### config.mk
export PLATFORM = sky130hd
export DESIGN_NAME = cu_sequencer
export DESIGN_NICKNAME = d
export VERILOG_FILES = /design/src/rtl/cu_sequencer.sv
export SDC_FILE = /design/constraint.sdc
export NUM_CORES = 1
export LEC_CHECK = 0
export CORE_MARGIN = 4
export CORE_UTILIZATION = 25
export CTS_CLUSTER_DIAMETER = 60
export CTS_CLUSTER_SIZE = 14
export DETAILED_ROUTE_END_ITERATION = 10
export GPL_TIMING_DRIVEN = 0
export PLACE_DENSITY = 0.83
export SKIP_CTS_REPAIR_TIMING = 1
export SKIP_LAST_GASP = 1
export SLEW_MARGIN = 20
export SYNTH_ARGS = -nofsm -noshare
export SYNTH_HDL_FRONTEND = slang
export SYNTH_SLANG_ARGS = --single-unit
### constraint.sdc
create_clock -name CLK -period 1.6 [get_ports CLK]
set_clock_uncertainty 0.2 [all_clocks]
set_input_delay 0.24 -clock CLK [delete_from_list [all_inputs] [get_ports CLK]]
set_output_delay 0.24 -clock CLK [all_outputs]
set_load 0.01 [all_outputs]
### src/rtl/cu_sequencer.sv
// RAT CPU control sequencer: INIT/FETCH/EXEC/INTER stepping, decoder strobe gating,
// conditional branch resolution and external interrupt capture.
module cu_sequencer #(
  parameter int RST_CYCLES = 1
) (
  input  logic       CLK,
  input  logic       RST_N,
  input  logic       SEQ_INT_IN,
  input  logic       SEQ_I_FLAG,
  input  logic       SEQ_C,
  input  logic       SEQ_Z,
  input  logic       DEC_PC_LD,
  input  logic       DEC_SP_LD,
  input  logic       DEC_SP_INCR,
  input  logic       DEC_SP_DECR,
  input  logic       DEC_RF_WR,
  input  logic       DEC_SCR_WE,
  input  logic       DEC_SCR_DATA_SEL,
  input  logic       DEC_FLG_C_SET,
  input  logic       DEC_FLG_C_CLR,
  input  logic       DEC_FLG_C_LD,
  input  logic       DEC_FLG_Z_LD,
  input  logic       DEC_I_SET,
  input  logic       DEC_I_CLR,
  input  logic       DEC_IO_STRB,
  input  logic       DEC_COND_BRN,
  input  logic [1:0] DEC_PC_MUX_SEL,
  input  logic [1:0] DEC_SCR_ADDR_SEL,
  input  logic [1:0] DEC_COND_BRN_TYPE,
  output logic       SEQ_PC_LD,
  output logic       SEQ_SP_LD,
  output logic       SEQ_SP_INCR,
  output logic       SEQ_SP_DECR,
  output logic       SEQ_RF_WR,
  output logic       SEQ_SCR_WE,
  output logic       SEQ_SCR_DATA_SEL,
  output logic       SEQ_FLG_C_SET,
  output logic       SEQ_FLG_C_CLR,
  output logic       SEQ_FLG_C_LD,
  output logic       SEQ_FLG_Z_LD,
  output logic       SEQ_I_SET,
  output logic       SEQ_I_CLR,
  output logic       SEQ_IO_STRB,
  output logic [1:0] SEQ_PC_MUX_SEL,
  output logic [1:0] SEQ_SCR_ADDR_SEL,
  output logic       SEQ_PC_INC,
  output logic       SEQ_IR_LD,
  output logic       SEQ_RST,
  output logic       SEQ_FLG_SHAD_LD,
  output logic       SEQ_INT_ACK
);

  localparam int CNT_W = $clog2(RST_CYCLES + 1);

  typedef enum logic [1:0] {
    INIT  = 2'd0,
    FETCH = 2'd1,
    EXEC  = 2'd2,
    INTER = 2'd3
  } state_t;

  state_t           state;
  state_t           state_next;
  logic [CNT_W-1:0] rst_cnt;
  logic             rst_done;
  logic             s1;
  logic             s2;
  logic             s3;
  logic             int_edge;
  logic             int_pend;
  logic             cond_met;
  logic             brn_taken;

  // Counter stops at the exit value so INIT never re-arms without a fresh reset.
  assign rst_done = (rst_cnt >= CNT_W'(RST_CYCLES - 1));

  always_ff @(posedge CLK or negedge RST_N) begin
    if (!RST_N) begin
      state   <= INIT;
      rst_cnt <= '0;
    end else begin
      state <= state_next;
      if (state == INIT && !rst_done)
        rst_cnt <= rst_cnt + CNT_W'(1);
    end
  end

  // Two-flop synchronizer plus a history flop; a new edge beats the INTER clear.
  assign int_edge = s2 & ~s3;

  always_ff @(posedge CLK or negedge RST_N) begin
    if (!RST_N) begin
      s1       <= 1'b0;
      s2       <= 1'b0;
      s3       <= 1'b0;
      int_pend <= 1'b0;
    end else begin
      s1 <= SEQ_INT_IN;
      s2 <= s1;
      s3 <= s2;
      if (int_edge)
        int_pend <= 1'b1;
      else if (state == INTER)
        int_pend <= 1'b0;
    end
  end

  always_comb begin
    cond_met = 1'b0;
    case (DEC_COND_BRN_TYPE)
      2'b00:   cond_met = ~SEQ_C;
      2'b01:   cond_met = SEQ_C;
      2'b10:   cond_met = SEQ_Z;
      default: cond_met = ~SEQ_Z;
    endcase
    brn_taken = DEC_COND_BRN & cond_met;
  end

  always_comb begin
    state_next       = state;
    SEQ_PC_LD        = 1'b0;
    SEQ_SP_LD        = 1'b0;
    SEQ_SP_INCR      = 1'b0;
    SEQ_SP_DECR      = 1'b0;
    SEQ_RF_WR        = 1'b0;
    SEQ_SCR_WE       = 1'b0;
    SEQ_SCR_DATA_SEL = 1'b0;
    SEQ_FLG_C_SET    = 1'b0;
    SEQ_FLG_C_CLR    = 1'b0;
    SEQ_FLG_C_LD     = 1'b0;
    SEQ_FLG_Z_LD     = 1'b0;
    SEQ_I_SET        = 1'b0;
    SEQ_I_CLR        = 1'b0;
    SEQ_IO_STRB      = 1'b0;
    SEQ_PC_MUX_SEL   = 2'b00;
    SEQ_SCR_ADDR_SEL = 2'b00;
    SEQ_PC_INC       = 1'b0;
    SEQ_IR_LD        = 1'b0;
    SEQ_RST          = 1'b0;
    SEQ_FLG_SHAD_LD  = 1'b0;
    SEQ_INT_ACK      = 1'b0;

    case (state)
      INIT: begin
        SEQ_RST = 1'b1;
        if (rst_done)
          state_next = FETCH;
      end

      FETCH: begin
        SEQ_IR_LD  = 1'b1;
        SEQ_PC_INC = 1'b1;
        state_next = EXEC;
      end

      EXEC: begin
        SEQ_PC_LD        = DEC_PC_LD;
        SEQ_SP_LD        = DEC_SP_LD;
        SEQ_SP_INCR      = DEC_SP_INCR;
        SEQ_SP_DECR      = DEC_SP_DECR;
        SEQ_RF_WR        = DEC_RF_WR;
        SEQ_SCR_WE       = DEC_SCR_WE;
        SEQ_SCR_DATA_SEL = DEC_SCR_DATA_SEL;
        SEQ_FLG_C_SET    = DEC_FLG_C_SET;
        SEQ_FLG_C_CLR    = DEC_FLG_C_CLR;
        SEQ_FLG_C_LD     = DEC_FLG_C_LD;
        SEQ_FLG_Z_LD     = DEC_FLG_Z_LD;
        SEQ_I_SET        = DEC_I_SET;
        SEQ_I_CLR        = DEC_I_CLR;
        SEQ_IO_STRB      = DEC_IO_STRB;
        SEQ_PC_MUX_SEL   = DEC_PC_MUX_SEL;
        SEQ_SCR_ADDR_SEL = DEC_SCR_ADDR_SEL;
        if (brn_taken) begin
          SEQ_PC_LD      = 1'b1;
          SEQ_PC_MUX_SEL = 2'b00;
        end
        // CLI/RETID clear I in this very EXEC, so they must block entry.
        if (int_pend && SEQ_I_FLAG && !DEC_I_CLR)
          state_next = INTER;
        else
          state_next = FETCH;
      end

      INTER: begin
        SEQ_FLG_SHAD_LD  = 1'b1;
        SEQ_PC_LD        = 1'b1;
        SEQ_SP_DECR      = 1'b1;
        SEQ_SCR_WE       = 1'b1;
        SEQ_SCR_DATA_SEL = 1'b1;
        SEQ_I_CLR        = 1'b1;
        SEQ_INT_ACK      = 1'b1;
        SEQ_PC_MUX_SEL   = 2'b10;
        SEQ_SCR_ADDR_SEL = 2'b11;
        state_next       = FETCH;
      end

      default: state_next = INIT;
    endcase
  end

endmodule

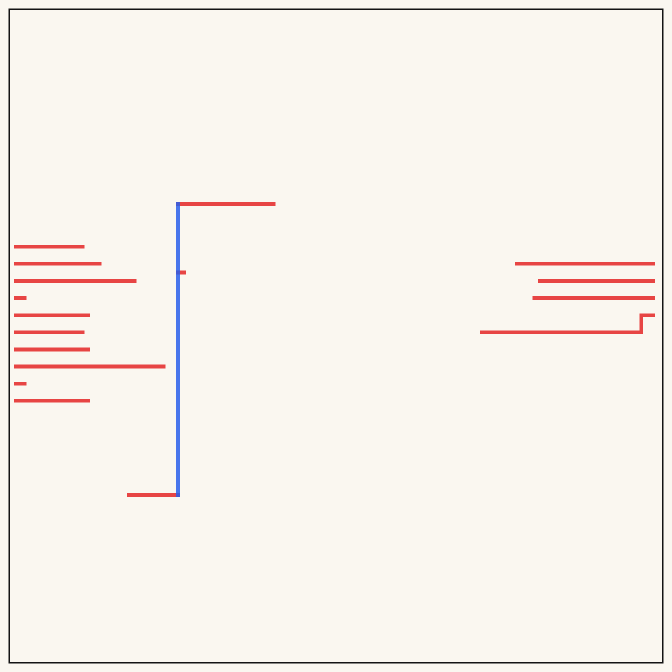
Figure 1: run 1, metal layers overlaid.
Two of the layers only.
Blue shows metal 4, wire length 23.1 um. Red shows metal 3, wire length 113 um.

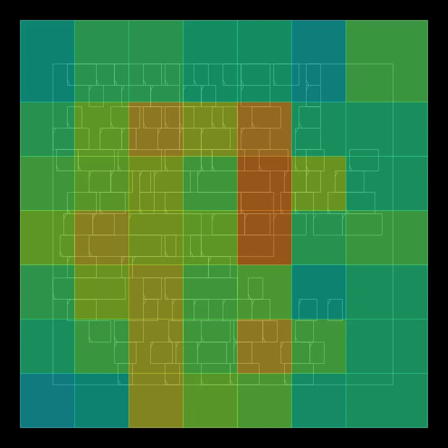
Figure 2: run 1, routing congestion map.
Final Core Density: 0.5716
Avg WL per Cell: 12.21 um
met2 GRT Util: 0.2203

==> flow_summary.json, run 1 <==
{
  "status": "finished, violations left",
  "failed_checks": "setup timing",
  "yosys-stat-area_sq_um": 479.2,
  "drive_above_1_share": 0.3853,
  "fp.dieW_um": 51.78,
  "fp_nets": 85,
  "finalWorstSetupSlack_ns": -0.2883,
  "ir_worst_vdd_mv": 0.8938,
  "ys_types": 21,
  "r2r-end": "state[1]",
  "cp_cell_sequence": "buf_6, ha_4, buf_6, a21oi_2, nand3b_1, buf_2",
  "ys_seq_share": 0.3133,
  "stdcell_area_sq_um": 1008,
  "logic_area_sq_um": 309.0,
  "antenna_found_initial": 0,
  "pwr-share-comb": 0.736,
  "adder_share": 0.1305,
  "finalMaxSlewViolations": 0,
  "lay_top_cells": "clkdlybuf4s50_1 (26), clkbuf_2 (19), and2_1 (9), a21o_1 (7)",
  "grt_pass1_wl_um": 2428,
  "internal-power_w": 0.0008654,
  "path_class": "reg2out",
  "final.setup.tns_ns": -3.835,
  "xor_share": 0,
  "setup_viol_count_final": 19,
  "cts_buffer_depth": 2,
  "max_freq_ghz": 0.5296,
  "seqPwrFrac": 0.170,
  "p_leak_nw": 0.5444,
  "row_count": 15,
  "lay_top_count": "clkdlybuf4s50_1",
  "powerDensity_nw_per_um2": 1469,
  "rrSetupSlack_ns": 0.13,
  "reg2reg_from": "state[1]",
  "worst_setup_path_start_kind": "register",
  "postSynthAreaPerCell_sq_um": 9.042,
  "grt_pass1_vias": 599,
  "synth.most_common_cell": "and2_1",
  "numCtsBuffers": 3,
  "cp.arrival_ns": 1.45,
  "flop_area_sq_um": 152.6,
  "core_area_sq_um": 1764,
  "drt_iter0_drc": 0,
  "logic_family": "simple AND/OR/NAND/NOR gates",
  "clkPwrFrac": 0.094,
  "floorplan.core_util": 0.2716,
  "cpLargestDelayFamily": "flip-flops",
  "gr-total-overflow": 0
}
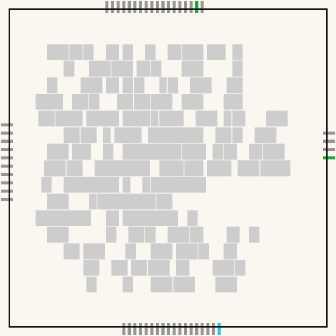
Figure 3: run 1, pin placement.
Pins as bars across the die edge, other pins in grey.
Green shows DEC_COND_BRN_TYPE, pins 2, direction input, edge 1 north, 1 east. Cyan shows DEC_FLG_C_LD, pins 1, direction input, edge south.
All pins by edge: 18 north, 18 south, 10 west, 4 east.

## run 1: worst reg2reg max path, delay by kind of cell, from the launching register on
kind                       cells  cell delay, ns
DFF                            1            0.43
buffers and inverters          3            0.39
adders and majority gates      1            0.17
and+or+nand+nor                1            0.08
AOI/OAI and AO/OA              1            0.08
## run 1: registers in the layout (all words and copies together) (netlist names)
name and cells:
state 2, s2 1, s1 1, s3 1
int_pend 1
## run 1: final cells by class
cell class,instances,share of cell area
repair buffers,53,0.4218
multi-input cells,36,0.3065
flip-flops and latches,6,0.1514
plain buffers,5,0.04466
well taps,25,0.03102
clock buffers,3,0.02233
inverters,6,0.02233
## run 1: per-layer routing
metal | global-route usage | up-vias | routed length, um
li1 | - | 288 | -
met1 | 0.1252 | 249 | 607
met2 | 0.2203 | 17 | 893
met3 | 0.04011 | 3 | 112
met4 | 0.06550 | 0 | 23
met5 | 0 | - | 0
## run 1: worst max path at each step
stage / start / end / cells after the start
floorplan: state[0] / SEQ_PC_LD / 4
global placement: DEC_COND_BRN_TYPE[1] / SEQ_PC_MUX_SEL[1] / 5
detailed placement: state[0] / SEQ_PC_LD / 5
CTS: state[0] / SEQ_PC_LD / 5
global route: state[1] / SEQ_PC_LD / 6
finish: state[1] / SEQ_PC_LD / 6
## run 1: per-stage QoR
step	setup WS [ns]	hold slack [ns]
floorplan	0.06705	-0.2556
global placement	-0.5459	0.1363
detailed placement	-0.5558	0.1457
CTS	-0.8366	0.02594
global route	-0.3629	0.03551
finish	-0.2883	0.02898
## run 1: power groups by stage
stage	registers, W	clock network [W]	logic, W
2_1_floorplan	0.000223	0	0.000528
3_5_place_dp	0.000234	0	0.00116
4_1_cts	0.000231	0.000150	0.00117
6_report	0.000251	0.000140	0.00109
3_3_place_gp	0.000229	0	0.00114
5_1_grt	0.000258	0.000161	0.00119
==> run 2, diff against run 1 <==
--- a/config.mk
+++ b/config.mk
@@ -14,7 +14,7 @@
 export PLACE_DENSITY = 0.83
 export SKIP_CTS_REPAIR_TIMING = 1
 export SKIP_LAST_GASP = 1
-export SLEW_MARGIN = 20
+export SLEW_MARGIN = 15
 export SYNTH_ARGS = -nofsm -noshare
 export SYNTH_HDL_FRONTEND = slang
 export SYNTH_SLANG_ARGS = --single-unit
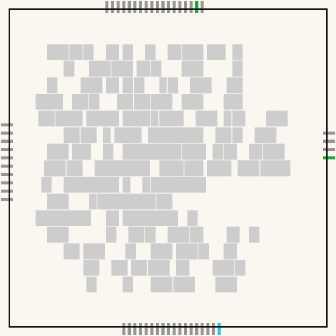
Figure 4: run 2, pin placement.
Pins as bars across the die edge, other pins in grey.
Die Y: 51.78 um
Horiz. Die Dim: 51.78 um
number of I/O port buffers: 49

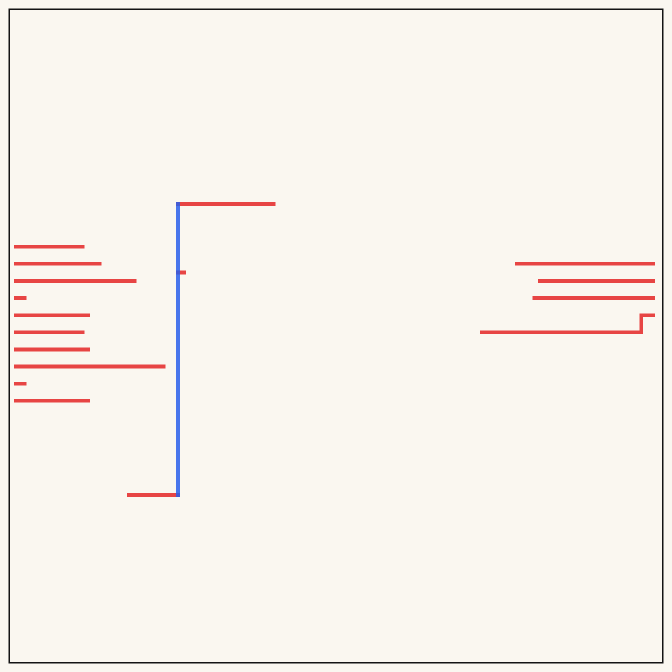
Figure 5: run 2, metal layers overlaid.
Two of the layers only.
Red shows metal 3, wire length 113 um. Blue shows metal 4, wire length 23.1 um.

==> run 2 against run 1 <==
  * The run still ends with setup timing left
  * Cell count is the same
  * Utilization did not move
  * First-iteration DRC count did not move
  * Sequential share of layout area unchanged
  * Wire length is the same
  * Combinational power is essentially flat
  * Maximum frequency stayed put
  * Register-to-register slack about the same
  * Worst setup slack stayed put
  * Global-route usage stayed put
==> flow_summary.json, run 2 <==
{
  "status": "finished, violations left",
  "failed_checks": "setup timing",
  "ys_types": 21,
  "r2r-end": "state[1]",
  "lay_top_count": "clkdlybuf4s50_1",
  "largest_register_ff_count": 2,
  "stdcell_area_sq_um": 1008,
  "p_leak_nw": 0.5444,
  "reg2reg_from": "state[1]",
  "seqPwrFrac": 0.170,
  "synth.most_common_cell": "and2_1",
  "ir_worst_vdd_mv": 0.8938,
  "numCtsBuffers": 3,
  "postSynthAreaPerCell_sq_um": 9.042,
  "finalWorstSetupSlack_ns": -0.2883,
  "pwr-share-comb": 0.736,
  "path_class": "reg2out",
  "lay_top_cells": "clkdlybuf4s50_1 (26), clkbuf_2 (19), and2_1 (9), a21o_1 (7)",
  "setup_viol_count_final": 19,
  "grt_pass1_vias": 599,
  "ys_seq_share": 0.3133
}
==> run 2: cell counts in the layout (fill, tap and decap cells not counted) <==
Identical to the previous run, type by type.
==> run 2: worst max path at each step <==
stage	end	start	depth (start not counted)	slack, ns
floorplan	SEQ_PC_LD	state[0]	4	0.07
global placement	SEQ_PC_MUX_SEL[1]	DEC_COND_BRN_TYPE[1]	5	-0.55
detailed placement	SEQ_PC_LD	state[0]	5	-0.56
CTS	SEQ_PC_LD	state[0]	5	-0.84
global route	SEQ_PC_LD	state[1]	6	-0.36
finish	SEQ_PC_LD	state[1]	6	-0.29
==> run 2: power by group through the flow <==
stage | clock network [W] | logic, W | registers, W
2_1_floorplan | 0 | 0.000528 | 0.000223
3_3_place_gp | 0 | 0.00114 | 0.000229
3_5_place_dp | 0 | 0.00116 | 0.000234
4_1_cts | 0.000150 | 0.00117 | 0.000231
5_1_grt | 0.000161 | 0.00119 | 0.000258
6_report | 0.000140 | 0.00109 | 0.000251
==> run 2: final cells by class <==
cell class,instances,share of cell area
tap,25,0.03102
inverter,6,0.02233
multi-input combinational,36,0.3065
sequential,6,0.1514
timing repair buffer,53,0.4218
buffer,5,0.04466
clock buffer,3,0.02233
==> run 2: kinds of logic (layout without fill, tap and decap cells) <==
family	Yosys count	count (layout)
AND/OR/NAND/NOR	19	19
AND-OR/OR-AND	12	12
buffers and inverters	11	67
flip-flops	6	6
adder cells (fa/ha/maj)	5	5
==> run 2: metal layers <==
layer / track usage / share of wire
met1: 0.1252 / 0.37
met3: 0.04011 / 0.068
met5: 0 / 0
met4: 0.06550 / 0.014
met2: 0.2203 / 0.55
Power and IR drop assume default switching activity.
